File: src/rtl/traffic_pkg.sv
// traffic_pkg: shared light codes, fault codes, monitor states and code helpers
package traffic_pkg;
  localparam logic [2:0] LIGHT_GREEN  = 3'b001;
  localparam logic [2:0] LIGHT_YELLOW = 3'b010;
  localparam logic [2:0] LIGHT_RED    = 3'b100;
  localparam logic [2:0] FLT_NONE     = 3'd0;
  localparam logic [2:0] FLT_INVALID  = 3'd1;
  localparam logic [2:0] FLT_CONFLICT = 3'd2;
  localparam logic [2:0] FLT_SEQ      = 3'd3;
  localparam logic [2:0] FLT_NONRED   = 3'd4;
  localparam logic [2:0] FLT_ALLRED   = 3'd5;
  typedef enum logic [1:0] {MON, FAULT, RECOVER} mon_state_t;
  function automatic logic is_onehot(input logic [2:0] c);
    return c == LIGHT_GREEN || c == LIGHT_YELLOW || c == LIGHT_RED;
  endfunction
  function automatic logic legal_step(input logic [2:0] p, input logic [2:0] c);
    return p == c || (p == LIGHT_GREEN && c == LIGHT_YELLOW) ||
           (p == LIGHT_YELLOW && c == LIGHT_RED) || (p == LIGHT_RED && c == LIGHT_GREEN);
  endfunction
endpackage

File: src/rtl/road_checker.sv
// road_checker: per-road legality, sequence and non-red dwell checks
module road_checker
  import traffic_pkg::*;
#(
  parameter int MAX_NONRED = 12,
  parameter int CNT_W      = 8
) (
  input  logic       clk,
  input  logic       rst,
  input  logic       tick,
  input  logic       en,
  input  logic       clr,
  input  logic [2:0] traffic,
  output logic       invalid,
  output logic       illegal,
  output logic       stuck
);
  logic [2:0] prev;
  logic [CNT_W-1:0] cnt;
  // previous code and saturating non-red dwell, tracked only while monitoring
  always_ff @(posedge clk or posedge rst)
    if (rst) begin
      prev <= LIGHT_RED;
      cnt  <= '0;
    end else if (clr) begin
      prev <= LIGHT_RED;
      cnt  <= '0;
    end else if (en) begin
      prev <= traffic;
      cnt  <= traffic == LIGHT_RED ? '0 : (tick && cnt != '1) ? cnt + 1'b1 : cnt;
    end
  assign invalid = !is_onehot(traffic);
  assign illegal = !legal_step(prev, traffic);
  assign stuck   = cnt > CNT_W'(MAX_NONRED);
endmodule

File: src/rtl/signal_monitor.sv
// signal_monitor: conflict monitor and lamp driver with latched failsafe flashing red
module signal_monitor
  import traffic_pkg::*;
#(
  parameter int MAX_NONRED    = 12,
  parameter int MAX_ALLRED    = 6,
  parameter int FLASH_HALF    = 1,
  parameter int RECOVER_TICKS = 3,
  parameter int CNT_W         = 8
) (
  input  logic       clk,
  input  logic       rst,
  input  logic       tick,
  input  logic [2:0] traffic_A,
  input  logic [2:0] traffic_B,
  input  logic       fault_clr,
  output logic [2:0] lamp_A,
  output logic [2:0] lamp_B,
  output logic       fault,
  output logic [2:0] fault_code,
  output logic       flash
);
  mon_state_t state, state_n;
  logic [2:0] lamp_a_n, lamp_b_n, code_n, viol;
  logic phase, phase_n, wrap;
  logic [CNT_W-1:0] phase_cnt, phase_cnt_n, rec_cnt, rec_cnt_n, allred_cnt, allred_cnt_n;
  logic inv_a, inv_b, ill_a, ill_b, stk_a, stk_b, in_mon, conflict, any_nonred, rec_done;
  assign in_mon     = state == MON;
  assign any_nonred = traffic_A != LIGHT_RED || traffic_B != LIGHT_RED;
  assign conflict   = traffic_A != LIGHT_RED && traffic_B != LIGHT_RED;
  assign rec_done   = state == RECOVER && rec_cnt == CNT_W'(RECOVER_TICKS) && !any_nonred;
  assign wrap       = phase_cnt == CNT_W'(FLASH_HALF - 1);
  assign viol = (inv_a || inv_b) ? FLT_INVALID :
                conflict ? FLT_CONFLICT :
                (ill_a || ill_b) ? FLT_SEQ :
                (stk_a || stk_b) ? FLT_NONRED :
                allred_cnt > CNT_W'(MAX_ALLRED) ? FLT_ALLRED : FLT_NONE;
  assign fault = state != MON;
  assign flash = state == FAULT;
  road_checker #(.MAX_NONRED(MAX_NONRED), .CNT_W(CNT_W)) u_road_a (
    .clk(clk), .rst(rst), .tick(tick), .en(in_mon), .clr(rec_done),
    .traffic(traffic_A), .invalid(inv_a), .illegal(ill_a), .stuck(stk_a)
  );
  road_checker #(.MAX_NONRED(MAX_NONRED), .CNT_W(CNT_W)) u_road_b (
    .clk(clk), .rst(rst), .tick(tick), .en(in_mon), .clr(rec_done),
    .traffic(traffic_B), .invalid(inv_b), .illegal(ill_b), .stuck(stk_b)
  );
  // next state, lamp drive, flash phase and dwell counters
  always_comb begin
    state_n      = state;
    lamp_a_n     = LIGHT_RED;
    lamp_b_n     = LIGHT_RED;
    code_n       = fault_code;
    phase_n      = phase;
    phase_cnt_n  = phase_cnt;
    rec_cnt_n    = rec_cnt;
    allred_cnt_n = allred_cnt;
    case (state)
      MON: begin
        allred_cnt_n = any_nonred ? '0 : (tick && allred_cnt != '1) ? allred_cnt + 1'b1 : allred_cnt;
        if (viol != FLT_NONE) begin
          state_n     = FAULT;
          code_n      = viol;
          phase_n     = 1'b1;
          phase_cnt_n = '0;
        end else begin
          lamp_a_n = traffic_A;
          lamp_b_n = traffic_B;
        end
      end
      FAULT: begin
        if (fault_clr) begin
          state_n     = RECOVER;
          phase_cnt_n = '0;
          rec_cnt_n   = '0;
        end else begin
          phase_n     = (tick && wrap) ? ~phase : phase;
          phase_cnt_n = !tick ? phase_cnt : wrap ? '0 : phase_cnt + 1'b1;
          lamp_a_n    = {phase_n, 2'b00};
          lamp_b_n    = {phase_n, 2'b00};
        end
      end
      RECOVER: begin
        rec_cnt_n = (tick && rec_cnt != CNT_W'(RECOVER_TICKS)) ? rec_cnt + 1'b1 : rec_cnt;
        if (rec_done) begin
          state_n      = MON;
          code_n       = FLT_NONE;
          allred_cnt_n = '0;
        end
      end
      default: state_n = MON;
    endcase
  end
  // state and output registers, asynchronously forced to the safe reset values
  always_ff @(posedge clk or posedge rst)
    if (rst) begin
      state      <= MON;
      lamp_A     <= LIGHT_RED;
      lamp_B     <= LIGHT_RED;
      fault_code <= FLT_NONE;
      phase      <= 1'b0;
      phase_cnt  <= '0;
      rec_cnt    <= '0;
      allred_cnt <= '0;
    end else begin
      state      <= state_n;
      lamp_A     <= lamp_a_n;
      lamp_B     <= lamp_b_n;
      fault_code <= code_n;
      phase      <= phase_n;
      phase_cnt  <= phase_cnt_n;
      rec_cnt    <= rec_cnt_n;
      allred_cnt <= allred_cnt_n;
    end
endmodule

File: config.mk
export PLATFORM = sky130hd
export DESIGN_NAME = signal_monitor
export DESIGN_NICKNAME = d
export VERILOG_FILES = /design/src/rtl/traffic_pkg.sv /design/src/rtl/road_checker.sv /design/src/rtl/signal_monitor.sv
export SDC_FILE = /design/constraint.sdc
export NUM_CORES = 1
export LEC_CHECK = 0
export CAP_MARGIN = 20
export CORE_UTILIZATION = 25
export CTS_BUF_LIST = sky130_fd_sc_hd__clkbuf_16
export DETAILED_ROUTE_END_ITERATION = 12
export RECOVER_POWER = 25
export SYNTH_ARGS = -nofsm -noshare
export SYNTH_HDL_FRONTEND = slang
export SYNTH_SLANG_ARGS = --single-unit
File: constraint.sdc
create_clock -name clk -period 2.7 [get_ports clk]
set_input_delay 0.81 -clock clk [delete_from_list [all_inputs] [get_ports clk]]
set_output_delay 0.81 -clock clk [all_outputs]
set_load 0.1 [all_outputs]
==> flow_metrics.env, run 1 <==
# yosys + openroad results
export IMPL_syn_area_sq_um=3388
export IMPL_ys_warn_count=0
export IMPL_period_minus_slack_ns=2.586
export IMPL_worstSkewPairLatency_ns=0.32
export IMPL_setup_viol=0
export IMPL_crit_type="input port to flop"
export IMPL_nFillCells=1372
export IMPL_max_clock_freq_mhz=386.6
export IMPL_syn_to_final_growth_pct=28.95
export IMPL_critPathLaunchType="input port"
export IMPL_crit_required_ns=2.90
export IMPL_die_h_um=118.4
export IMPL_power_density_nw_per_um2=860.9
export IMPL_drc=0
export IMPL_comb_area_sq_um=1843
export IMPL_clock_root_buffer="clkbuf_16"
export IMPL_rows=42
export IMPL_seqPwrFrac_pct=33.2
export IMPL_grt_use_total_pct=12.23
export IMPL_synth_main_ff_cell="dfrtp_1"
export IMPL_cp_cell_sequence="clkdlybuf4s50_1 -> buf_4 -> xor2_1 -> o311ai_2 -> nand4_1 -> a21oi_2 -> mux2_1"
export IMPL_num_vias=2975
export IMPL_tritoncts="yes"
export IMPL_postCtsSetupRepairBufs=0
export IMPL_min_path_type="flop to flop"
export IMPL_avgSynthCellArea_sq_um=9.491
export IMPL_post_cts_resized=0
export IMPL_cts_buffers=9
export IMPL_grt_max_degree=25
export IMPL_place_gp_congestion=0.8033
export IMPL_combPwrFrac_pct=38.7
export IMPL_cpMaxStageDelayCell="clkdlybuf4s50_1"
export IMPL_ys_async_sr_fraction_pct=100.0
export IMPL_die_w_um=118.4
export IMPL_grt_overflow_total=0
export IMPL_clk_path_buf_depth=2
export IMPL_fp_nets=376
export IMPL_grt_pass1_wl_mm=13.81
export IMPL_tightest_slew_ns=0.6640
export IMPL_numClockSinks=58
export IMPL_drv_cap=0
export IMPL_outcome="completed"
export IMPL_endpoint_kind="flop"
export IMPL_wl_mm=8.162
export IMPL_drive_above_1_share_pct=23.11
export IMPL_ys_cells=357
export IMPL_ys_flops=58
export IMPL_use_met2_pct=20.40
export IMPL_intPower_uw=2310
export IMPL_seq_area_sq_um=1456
export IMPL_antenna_left=0
export IMPL_critical_path_startpoint="traffic_B[1]"
export IMPL_htree_levels=3
export IMPL_antenna_found_initial=0
export IMPL_p_switching_uw=1451
export IMPL_edf_count=0
export IMPL_ys_types=63
export IMPL_slew_headroom_pct=55.69
export IMPL_worst_slack_ns=0.1136
export IMPL_hold_buffers=0
export IMPL_fin_nets=438
export IMPL_top_cell="dfrtp_1"
export IMPL_antennaDiodeCount=0
export IMPL_p_leak_uw=0.001959
export IMPL_cp_max_fo=6
export IMPL_critPathMaxStageDelay_ns=0.48
export IMPL_fp_dieArea_sq_um=14020
export IMPL_warnings=30
export IMPL_ios=21
export IMPL_initialDrtViolationCount=244
export IMPL_dpl_worst_slack_ns=-0.2972
export IMPL_fp_util_pct=25.59
export IMPL_sw_frac_of_total_pct=38.58
export IMPL_pwr_share_clk_pct=28.1
export IMPL_cp_data_arrival_time_ns=2.79
export IMPL_power_uw=3761
export IMPL_io_buffers=20
export IMPL_hp_start="u_road_a.prev[2]$_DFFE_PP1P_"
export IMPL_vdd_drop_max_v=0.0003202
export IMPL_top_cells_by_area="dfrtp_1 40%, o21ai_0 4.9%, xor2_1 3.9%, nor2_1 3.7%, nand2_1 3.5%"
export IMPL_top_cells_by_count="54 x dfrtp_1, 33 x nor2_1, 33 x o21ai_0"
export IMPL_r2r_start="u_road_b.cnt[4]$_DFFE_PP0P_"
export IMPL_via_per_inst=4.958
export IMPL_finalCritPeriodShare_pct=95.79
export IMPL_hpwl_mm=6.030
export IMPL_dr_pass1_iters=5
export IMPL_largest_area_cell="dfrtp_1"
export IMPL_top_cell_area_share_pct=39.88
export IMPL_grt_pass1_vias=2862
export IMPL_use_met3_pct=1.593
export IMPL_seq_area_frac_synth_pct=42.98
export IMPL_hold_violations=0
export IMPL_slew_violations=0
export IMPL_rrSetupSlack_ns=0.51
export IMPL_clk_pin_slew_ns=0.05
export IMPL_ys_chip_area_sq_um=3388
export IMPL_fin_skew_ns=0.008534
export IMPL_coreArea_sq_um=13240
export IMPL_syn_inst=357
-- run 1: kinds of logic (layout without fill, tap and decap cells) --
kind of cell	count (synthesis)	count (layout)	share of synthesized area, %
AND-OR/OR-AND	84	84	17.02
XOR/XNOR	16	16	4.136
adder cells (fa/ha/maj)	9	9	3.324
buffers and inverters	24	91	3.656
multiplexers	5	5	1.588
flip-flops	58	58	42.98
AND/OR/NAND/NOR	161	161	27.29
-- run 1: worst max-delay path: cells and delay by family --
family                    cells  cell delay, ns
xor gates and xnor gates      1            0.17
muxes                         1            0.34
and+or+nand+nor               1            0.20
AOI/OAI and AO/OA             2            0.58
buffers and inverters         2            0.68
-- run 1: metrics by stage --
| stage | area [sq um] | cells | util, % | setup TNS, ns | hold WS [ns] |
|---|---|---|---|---|---|
| floorplan | 3388 | 357 | - | 0 | 0.4603 |
| global placement | 4066 | 584 | 30.71 | -6.540 | 0.4769 |
| detailed placement | 4066 | 584 | 30.71 | -7.307 | 0.4825 |
| CTS | 4345 | 600 | 32.81 | 0 | 0.4925 |
| global route | 4369 | 600 | 32.99 | -0.01421 | 0.5330 |
| finish | 4369 | 600 | 32.99 | 0 | 0.4945 |
-- run 1: path summary, 6_finish.rpt --
kind | cells past startpoint | end
worst max-delay path | 7 | fault_code[2]$_DFFE_PP0P_
worst min-delay path | 2 | u_road_a.prev[2]$_DFFE_PP1P_
worst max register to register | 6 | fault_code[2]$_DFFE_PP0P_
worst min register to register | 2 | u_road_a.prev[2]$_DFFE_PP1P_
max in group asynchronous | 3 | rec_cnt[1]$_DFFE_PP0P_
min in group asynchronous | 2 | fault_code[0]$_DFFE_PP0P_
-- run 1: state kept, by name (all words and copies together) (netlist names) --
signal and count:
allred_cnt 8, fault_code 3, lamp_A 3, lamp_B 3
phase 1, phase_cnt 8, rec_cnt 8, state 2
u_road_a.cnt 8, u_road_a.prev 3, u_road_b.cnt 8, u_road_b.prev 3
-- run 1: cells in the final DEF (no fill, tap or decap), types with 5 or more instances in the layout --
cell type / Yosys / layout
dfrtp_1: 54 / 54
buf_4: 1 / 51
nand2_1: 32 / 32
nor2_1: 33 / 32
o21ai_0: 33 / 32
nand3_1: 17 / 17
xor2_1: 15 / 15
inv_1: 11 / 14
nand4_1: 13 / 13
and3_1: 9 / 9
ha_1: 9 / 9
clkbuf_16: 0 / 9
o31ai_1: 8 / 8
nand2b_1: 7 / 7
or3_1: 6 / 6
a21oi_1: 6 / 6
and2_1: 5 / 5
a22o_1: 5 / 5
clkdlybuf4s50_1: 0 / 5
-- run 1: power by group through the flow --
stage / logic [uW] / registers (uW) / clock network, uW
floorplan: 827 / 1340 / 0
global placement: 1410 / 1250 / 0
detailed placement: 1430 / 1260 / 0
CTS: 1440 / 1240 / 1080
global route: 1590 / 1270 / 1120
finish: 1460 / 1250 / 1060
-- run 1: metal layers --
layer,wire (um),vias up
met2,4083,72
met5,0,-
met3,239,16
li1,-,1437
met1,3673,1450
met4,165,0
-- run 1: area by class of cell --
cell class                 instances  area share, %
multi-input combinational        275          42.18
sequential                        58          33.33
timing repair buffer              64          12.11
clock buffer                       9          5.155
tap                              176          5.040
clock inverter                     7          1.231
inverter                          11         0.9450
### Metal 1, run 1

Bar = 20 um. Supply wires on this layer in gray.
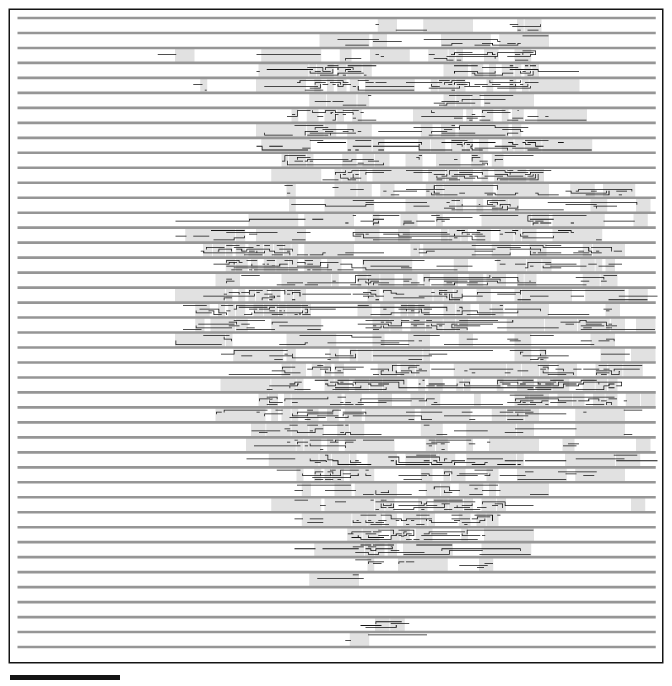
- longest straight run: 30.8 um
- main direction: horizontal
- nets with wire on the layer: 398
- share of all routed wire: 45%

### Floorplan with the power grid, run 1

Pins as bars on the die edge. Tap cells in gray.
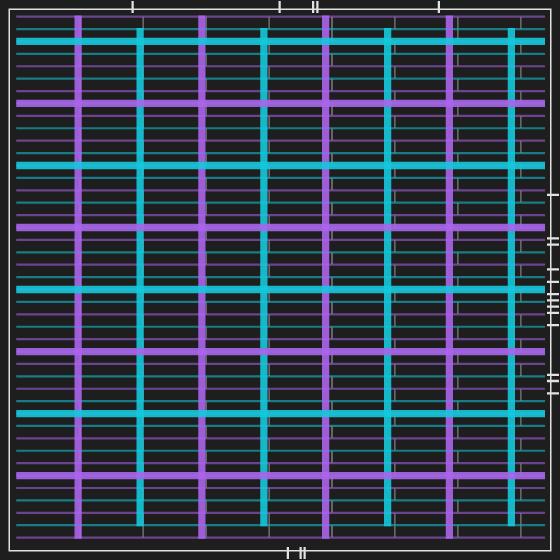
- VSS: purple
- VDD: cyan
- rows: 42
- met1 rails: 43
- met4 straps: 8
- tap cells: 176
- signal pins: 21

### Track usage over the die, run 1

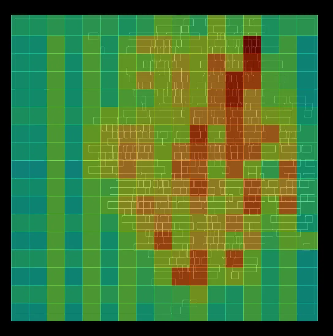
average routed wire per standard cell: 13.60 um
global route hottest layer: met2
met1 layer usage reported by global route: 15.54%
fin util: 32.99%

### Wires at chosen ports, followed through buffers, run 1

Bar = 20 um.
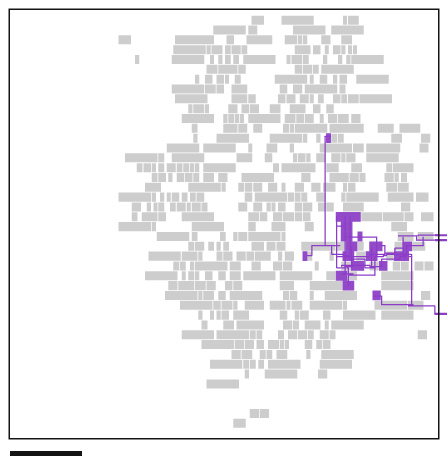

==> run 2: changes to the inputs <==
--- a/config.mk
+++ b/config.mk
@@ -7,7 +7,7 @@
 export LEC_CHECK = 0
 export CAP_MARGIN = 20
 export CORE_UTILIZATION = 25
-export CTS_BUF_LIST = sky130_fd_sc_hd__clkbuf_16
+export CTS_BUF_LIST = sky130_fd_sc_hd__clkbuf_8
 export DETAILED_ROUTE_END_ITERATION = 12
 export RECOVER_POWER = 25
 export SYNTH_ARGS = -nofsm -noshare
### Wires at chosen ports, followed through buffers, run 2

Bar = 20 um.
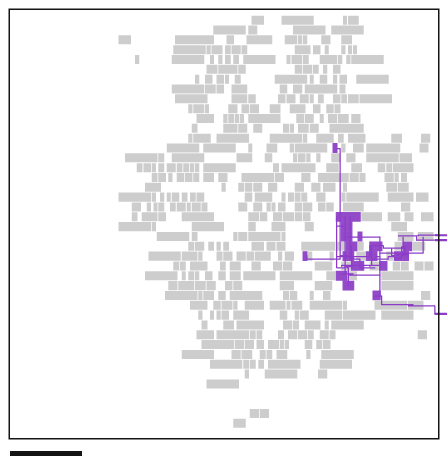
- `traffic_A`: purple (bits 3; direction input; edge right; end cells 18; buffers 7; wire 275 um)

### Metal 1, run 2

Bar = 20 um. Supply wires on this layer in gray.
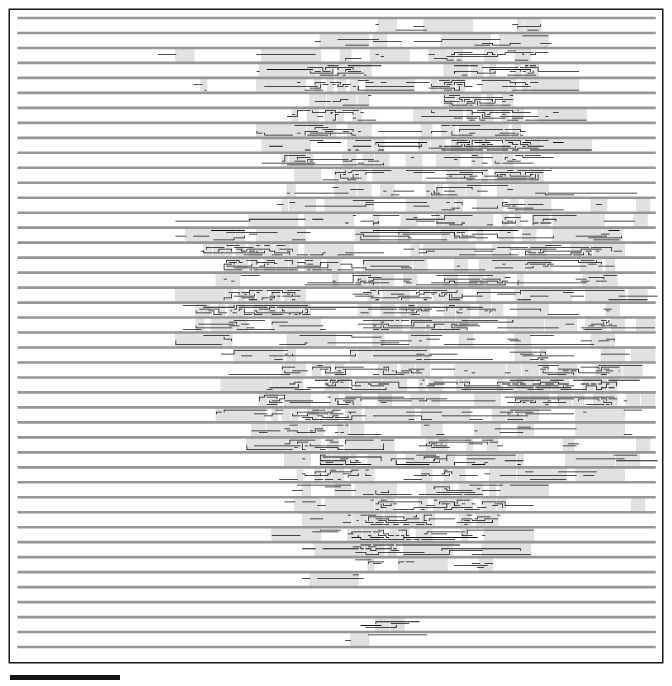
- share of all routed wire: 46%
- longest straight run: 37.3 um

==> run 2 against run 1 <==
Synthesized cell count unchanged. Cell count increased by 0.17%. First-iteration DRC count down 6.6%. Cell area shrank 1.7%. Global-route usage about the same. Non-clock buffer count grew 1. Sequential share of layout area grew 0.59 points. Register-to-register slack barely moved. Die size unchanged. Critical path type unchanged. Critical endpoint is now fault_code[1]$_DFFE_PP0P_. Largest power group unchanged. Highest routed layer unchanged.
==> flow_metrics.env, run 2 <==
# yosys + openroad results
export IMPL_clk_pin_slew_ns=0.07
export IMPL_ys_types=63
export IMPL_endpoint_kind="flop"
export IMPL_ios=21
export IMPL_wl_per_cell_um=13.63
export IMPL_edf_count=0
export IMPL_worstSkewPairLatency_ns=0.34
export IMPL_period_minus_slack_ns=2.602
export IMPL_drive_above_1_share_pct=23.29
export IMPL_fp_nets=376
export IMPL_fp_util_pct=25.59
export IMPL_via_per_inst=4.890
export IMPL_syn_to_final_growth_pct=26.70
export IMPL_drv_cap=0
export IMPL_lay_top_count="dfrtp_1"
export IMPL_timing_hold_ws_ns=0.4954
export IMPL_grtUsageMet1_pct=15.34
export IMPL_top_cell_area_share_pct=39.88
export IMPL_ys_cells=357
export IMPL_syn_area_sq_um=3388
export IMPL_vdd_drop_max_v=0.0002247
export IMPL_cpMaxStageDelayCell="clkdlybuf4s50_1"
export IMPL_tightest_slew_ns=0.6616
export IMPL_place_gp_congestion=0.8033
export IMPL_r2r_start="rec_cnt[0]$_DFFE_PP0P_"
export IMPL_io_buffers=20
export IMPL_outcome="completed"
export IMPL_postLayoutCoreUtil_pct=32.42
export IMPL_tritoncts="yes"
export IMPL_grt_pass1_vias=2885
export IMPL_clock_root_buffer="clkbuf_8"
export IMPL_clk_path_buf_depth=2
export IMPL_seq_area_frac_synth_pct=42.98
export IMPL_ys_async_sr_fraction_pct=100.0
export IMPL_top_cell="dfrtp_1"
export IMPL_htree_levels=3
export IMPL_setup_viol=0
export IMPL_critPathLaunchType="input port"
export IMPL_dr_pass1_iters=4
export IMPL_p_leak_uw=0.001941
export IMPL_die_h_um=118.4
export IMPL_num_vias=2939
export IMPL_hp_start="u_road_a.prev[2]$_DFFE_PP1P_"
export IMPL_cp_max_fo=5
export IMPL_finalCritPeriodShare_pct=96.37
export IMPL_antennaDiodeCount=0
export IMPL_avgSynthCellArea_sq_um=9.491
export IMPL_cp_data_arrival_time_ns=2.84
export IMPL_antenna_left=0
export IMPL_slew_violations=0
export IMPL_hold_buffers=0
export IMPL_cts_buffers=9
export IMPL_ys_chip_area_sq_um=3388
export IMPL_numClockSinks=58
export IMPL_slew_headroom_pct=55.85
export IMPL_top_cells_by_area="dfrtp_1 40%, o21ai_0 4.9%, xor2_1 3.9%, nor2_1 3.7%, nand2_1 3.5%"
export IMPL_top_cells_by_count="54 x dfrtp_1, 33 x nor2_1, 33 x o21ai_0"
export IMPL_ys_flops=58
export IMPL_cp_cell_sequence="clkdlybuf4s50_1 -> nor3b_2 -> buf_4 -> nand4_1 -> nor2_1 -> buf_4 -> a21oi_2 -> buf_4 -> buf_4 -> a32o_1"
export IMPL_grt_pass1_wl_mm=13.77
export IMPL_warnings=30
export IMPL_wl_mm=8.190
export IMPL_use_met3_pct=1.400
export IMPL_most_common_layout_cells="54 x dfrtp_1, 52 x buf_4, 32 x nand2_1, 32 x nor2_1, 32 x o21ai_0"
export IMPL_use_met2_pct=20.18
export IMPL_antenna_found_initial=0
export IMPL_grt_overflow_total=0
export IMPL_synth_main_ff_cell="dfrtp_1"
export IMPL_power_density_nw_per_um2=817.5
export IMPL_min_path_type="flop to flop"
export IMPL_critPathMaxStageDelay_ns=0.51
export IMPL_max_clock_freq_mhz=384.3
export IMPL_busiest_layer="met2"
export IMPL_grt_use_total_pct=12.21
export IMPL_crit_type="input port to flop"
export IMPL_die_w_um=118.4
export IMPL_initialDrtViolationCount=228
export IMPL_hpwl_mm=6.030
export IMPL_power_uw=3509
export IMPL_crit_required_ns=2.93
export IMPL_rows=42
export IMPL_ys_warn_count=0
export IMPL_fin_skew_ns=0.01024
[run 2: cell count changes in the layout (fill, tap and decap cells not counted), sizes merged]
cell / delta
buf: +1
clkbuf: +2
clkinv: -2
[run 2: worst min-delay path, stage by stage, from the launching register on]
cell and delay [ns]:
dfstp_2 0.39, nand2_1 0.06, nand2_1 0.05
[run 2: kinds of logic after synthesis]
| family | Yosys count | synth area share (%) |
|---|---|---|
| and+or+nand+nor | 161 | 27.29 |
| AOI/OAI and AO/OA | 84 | 17.02 |
| DFF | 58 | 42.98 |
| buffers and inverters | 24 | 3.656 |
| xor gates and xnor gates | 16 | 4.136 |
| adders and majority gates | 9 | 3.324 |
| muxes | 5 | 1.588 |
[run 2: final cells by class]
cell class / count / area (sq um) / share of cell area, %
timing repair buffer: 65 / 536.8 / 12.50
sequential: 58 / 1456 / 33.93
tap: 176 / 220.2 / 5.130
inverter: 11 / 41.29 / 0.9618
multi-input combinational: 275 / 1841 / 42.87
clock inverter: 5 / 46.29 / 1.078
clock buffer: 11 / 151.4 / 3.527
[run 2: per-stage QoR]
step	std cells	worst slack, ns	setup TNS [ns]	area, sq um
floorplan	357	0.2882	0	3388
global placement	584	-0.2793	-6.540	4066
detailed placement	584	-0.2972	-7.307	4066
CTS	600	0.05303	0	4264
global route	601	0.001888	0	4293
finish	601	0.09795	0	4293
[run 2: path summary, 6_finish.rpt]
check / end / slack (ns) / cells past startpoint
setup / recovery: fault_code[1]$_DFFE_PP0P_ / 0.1 / 10
hold / removal: u_road_a.prev[2]$_DFFE_PP1P_ / 0.50 / 2
setup reg to reg: fault_code[1]$_DFFE_PP0P_ / 0.50 / 9
hold reg to reg: u_road_a.prev[2]$_DFFE_PP1P_ / 0.50 / 2
max in group asynchronous: rec_cnt[5]$_DFFE_PP0P_ / 0.65 / 3
min in group asynchronous: allred_cnt[0]$_DFFE_PP0P_ / 1.00 / 2
[run 2: what timing repair did]
action / in CTS / in global routing
buffers inserted: 0 / 1
setup endpoints to repair: 0 / 26
gates resized: 0 / 9
[run 2: power by group]
group | switching, uW | internal (uW) | total [uW]
Sequential | 200 | 1040 | 1240
Combinational | 888 | 580 | 1470
Clock | 332 | 465 | 797
Total | 1420 | 2090 | 3510
[run 2: metal layers]
layer | part of all wire, % | up-vias
li1 | - | 1435
met1 | 46 | 1431
met2 | 49 | 59
met3 | 2.4 | 14
met4 | 2.7 | 0
met5 | 0 | -
==> run 3: changes to the inputs <==
--- a/config.mk
+++ b/config.mk
@@ -5,11 +5,11 @@
 export SDC_FILE = /design/constraint.sdc
 export NUM_CORES = 1
 export LEC_CHECK = 0
-export CAP_MARGIN = 20
 export CORE_UTILIZATION = 25
 export CTS_BUF_LIST = sky130_fd_sc_hd__clkbuf_8
 export DETAILED_ROUTE_END_ITERATION = 12
 export RECOVER_POWER = 25
+export SLEW_MARGIN = 20
 export SYNTH_ARGS = -nofsm -noshare
 export SYNTH_HDL_FRONTEND = slang
 export SYNTH_SLANG_ARGS = --single-unit
### Track usage over the die, run 3

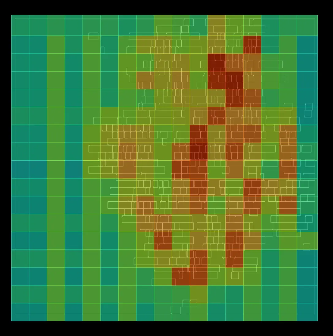
fin util: 32.42%
M2 GR Usage: 20.18%
met1 layer usage reported by global route: 15.34%
met3 GRT Util: 1.400%

==> run 3 against run 2 <==
Combinational power hardly changed. Sequential cell count stayed put. Die size stayed put. Wire length stayed put. Total power stayed put. Global-route usage stayed put. Via count stayed put. Clock power hardly changed. Sequential power hardly changed. Utilization stayed put. Count of clock-buffer cells in the layout stayed put. Sequential share of layout area stayed put.
==> flow_metrics.env, run 3 <==
# yosys + openroad results
export IMPL_fin_nets=439
export IMPL_grt_max_degree=25
export IMPL_cp_cell_sequence="clkdlybuf4s50_1 -> nor3b_2 -> buf_4 -> nand4_1 -> nor2_1 -> buf_4 -> a21oi_2 -> buf_4 -> buf_4 -> a32o_1"
export IMPL_placed_cell_area_sq_um=4066
export IMPL_ys_async_sr_fraction_pct=100.0
export IMPL_htree_levels=3
export IMPL_antenna_found_initial=0
export IMPL_seq_area_frac_synth_pct=42.98
export IMPL_final_cell_area_sq_um=4293
export IMPL_clk_pin_slew_ns=0.07
export IMPL_max_clock_freq_mhz=384.3
export IMPL_finalCritPeriodShare_pct=96.37
export IMPL_worstSkewPairLatency_ns=0.34
export IMPL_syn_inst=357
export IMPL_edf_count=0
export IMPL_cp_num_buf_inv=5
export IMPL_fin_skew_ns=0.01024
export IMPL_clk_path_buf_depth=2
export IMPL_p_switching_uw=1420
export IMPL_largest_area_cell="dfrtp_1"
export IMPL_coreArea_sq_um=13240
export IMPL_grt_pass1_vias=2885
export IMPL_dr_pass1_iters=4
export IMPL_top_cells_by_area="dfrtp_1 40%, o21ai_0 4.9%, xor2_1 3.9%, nor2_1 3.7%, nand2_1 3.5%"
export IMPL_timing_hold_ws_ns=0.4954
export IMPL_ys_warn_count=0
export IMPL_most_common_layout_cells="54 x dfrtp_1, 52 x buf_4, 32 x nand2_1, 32 x nor2_1, 32 x o21ai_0"
export IMPL_cpMaxStageDelayCell="clkdlybuf4s50_1"
export IMPL_numClockSinks=58
export IMPL_grt_use_total_pct=12.21
export IMPL_fp_nets=376
export IMPL_route_met2_wl_mm=4.003
export IMPL_hold_violations=0
export IMPL_power_density_nw_per_um2=817.5
export IMPL_initialDrtViolationCount=228
export IMPL_wl_mm=8.190
export IMPL_ys_cells=357
export IMPL_cts_buffers=9
export IMPL_dpl_worst_slack_ns=-0.2972
export IMPL_tritoncts="yes"
export IMPL_top_cell_area_share_pct=39.88
export IMPL_cp_max_fo=5
export IMPL_syn_area_sq_um=3388
export IMPL_antenna_left=0
export IMPL_nFillCells=1389
export IMPL_ys_chip_area_sq_um=3388
export IMPL_wl_met3_um=199
export IMPL_num_vias=2939
export IMPL_pwr_share_clk_pct=22.7
export IMPL_syn_to_final_growth_pct=26.70
export IMPL_ios=21
export IMPL_fp_util_pct=25.59
export IMPL_period_minus_slack_ns=2.602
export IMPL_worst_slack_ns=0.09795
export IMPL_crit_type="input port to flop"
export IMPL_critPathLaunchType="input port"
export IMPL_ys_types=63
export IMPL_top_layer="met4"
export IMPL_antennaDiodeCount=0
export IMPL_fin_setup_tns_ns=0
export IMPL_grt_overflow_total=0
export IMPL_die_h_um=118.4
export IMPL_wl_met1_mm=3.765
export IMPL_wl_per_cell_um=13.63
export IMPL_p_leak_uw=0.001941
export IMPL_clock_root_buffer="clkbuf_8"
export IMPL_cp_data_arrival_time_ns=2.84
export IMPL_crit_top_cell="buf_4"
export IMPL_drv_cap=0
export IMPL_hpwl_mm=6.030
export IMPL_top_cell="dfrtp_1"
export IMPL_crit_required_ns=2.93
export IMPL_endpoint_kind="flop"
export IMPL_vdd_drop_max_v=0.0002247
export IMPL_tightest_slew_ns=0.6616
export IMPL_critPathMaxStageDelay_ns=0.51
export IMPL_io_buffers=20
export IMPL_setup_viol=0
export IMPL_sw_frac_of_total_pct=40.47
export IMPL_avgSynthCellArea_sq_um=9.491
export IMPL_warnings=30
export IMPL_rsz0062_at_grt="false"
export IMPL_dpl_cell_count=584
export IMPL_slew_violations=0
export IMPL_seqPwrFrac_pct=35.5
export IMPL_grt_pass1_wl_mm=13.77
export IMPL_combPwrFrac_pct=41.8
export IMPL_outcome="completed"
export IMPL_drc=0
export IMPL_hold_buffers=0
export IMPL_die_w_um=118.4
export IMPL_min_path_type="flop to flop"
export IMPL_fp_dieArea_sq_um=14020
export IMPL_place_gp_congestion=0.8033
export IMPL_slew_headroom_pct=55.85
export IMPL_rows=42
export IMPL_top_cells_by_count="54 x dfrtp_1, 33 x nor2_1, 33 x o21ai_0"
export IMPL_ys_flops=58
export IMPL_synth_main_ff_cell="dfrtp_1"
export IMPL_intPower_uw=2089
export IMPL_drive_above_1_share_pct=23.29
export IMPL_critPathTopFamily="buffers and inverters"
export IMPL_fin_cells=601
export IMPL_lay_top_count="dfrtp_1"
export IMPL_via_per_inst=4.890
### Wires at chosen ports, followed through buffers, run 3

Bar = 20 um.
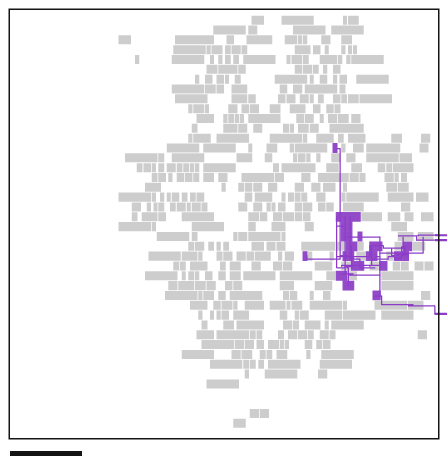
- `traffic_A`: purple (bits 3; direction input; edge right; end cells 18; buffers 7; wire 275 um)

## run 3: cell counts in the layout (fill, tap and decap cells not counted)
No cell type changed its count.
## run 3: kinds of logic after synthesis
kind of cell	share of synthesized area (%)
AOI/OAI and AO/OA	17.02
adders and majority gates	3.324
muxes	1.588
DFF	42.98
and+or+nand+nor	27.29
buffers and inverters	3.656
xor gates and xnor gates	4.136
## run 3: layer usage
layer  vias up  GRT usage [%]
met1      1431          15.34
met4         0          7.199
met2        59          20.18
met5         -              0
met3        14          1.400
li1       1435              -
## run 3: power groups by stage
stage / registers (uW) / logic, uW / clock network, uW
6_report: 1240 / 1470 / 797
5_1_grt: 1260 / 1600 / 856
4_1_cts: 1240 / 1440 / 821
3_5_place_dp: 1260 / 1430 / 0
3_3_place_gp: 1250 / 1410 / 0
2_1_floorplan: 1340 / 827 / 0
## run 3: area by class of cell
type	instances	area, sq um	area share (%)
clock inverters	5	46.29	1.078
flip-flops and latches	58	1456	33.93
clock buffers	11	151.4	3.527
multi-input cells	275	1841	42.87
well taps	176	220.2	5.130
inverters	11	41.29	0.9618
repair buffers	65	536.8	12.50
## run 3: worst paths after layout
kind / slack [ns] / end / depth (start not counted) / from
setup / recovery: 0.1 / fault_code[1]$_DFFE_PP0P_ / 10 / traffic_B[0]
hold / removal: 0.50 / u_road_a.prev[2]$_DFFE_PP1P_ / 2 / u_road_a.prev[2]$_DFFE_PP1P_
setup reg to reg: 0.50 / fault_code[1]$_DFFE_PP0P_ / 9 / rec_cnt[0]$_DFFE_PP0P_
hold reg to reg: 0.50 / u_road_a.prev[2]$_DFFE_PP1P_ / 2 / u_road_a.prev[2]$_DFFE_PP1P_
max in group asynchronous: 0.65 / rec_cnt[5]$_DFFE_PP0P_ / 3 / rst
min in group asynchronous: 1.00 / allred_cnt[0]$_DFFE_PP0P_ / 2 / rst
## run 3: what timing repair did
| action | CTS | global route |
|---|---|---|
| endpoints found under the setup margin | 0 | 26 |
| buffers inserted | 0 | 1 |
| resized | 0 | 9 |
## run 3: per-stage QoR
step / util, % / total power [uW]
5_1_grt: 32.42 / 3719
4_1_cts: 32.20 / 3505
2_1_floorplan: - / 2165
3_5_place_dp: 30.71 / 2685
6_report: 32.42 / 3509
3_3_place_gp: 30.71 / 2652
## run 3: tightest hold or removal path, cell delays in order (launching register included)
cell and delay (ns):
dfstp_2 0.39, nand2_1 0.06, nand2_1 0.05
Power figures rest on the tool's default switching activity, not on a simulated workload.
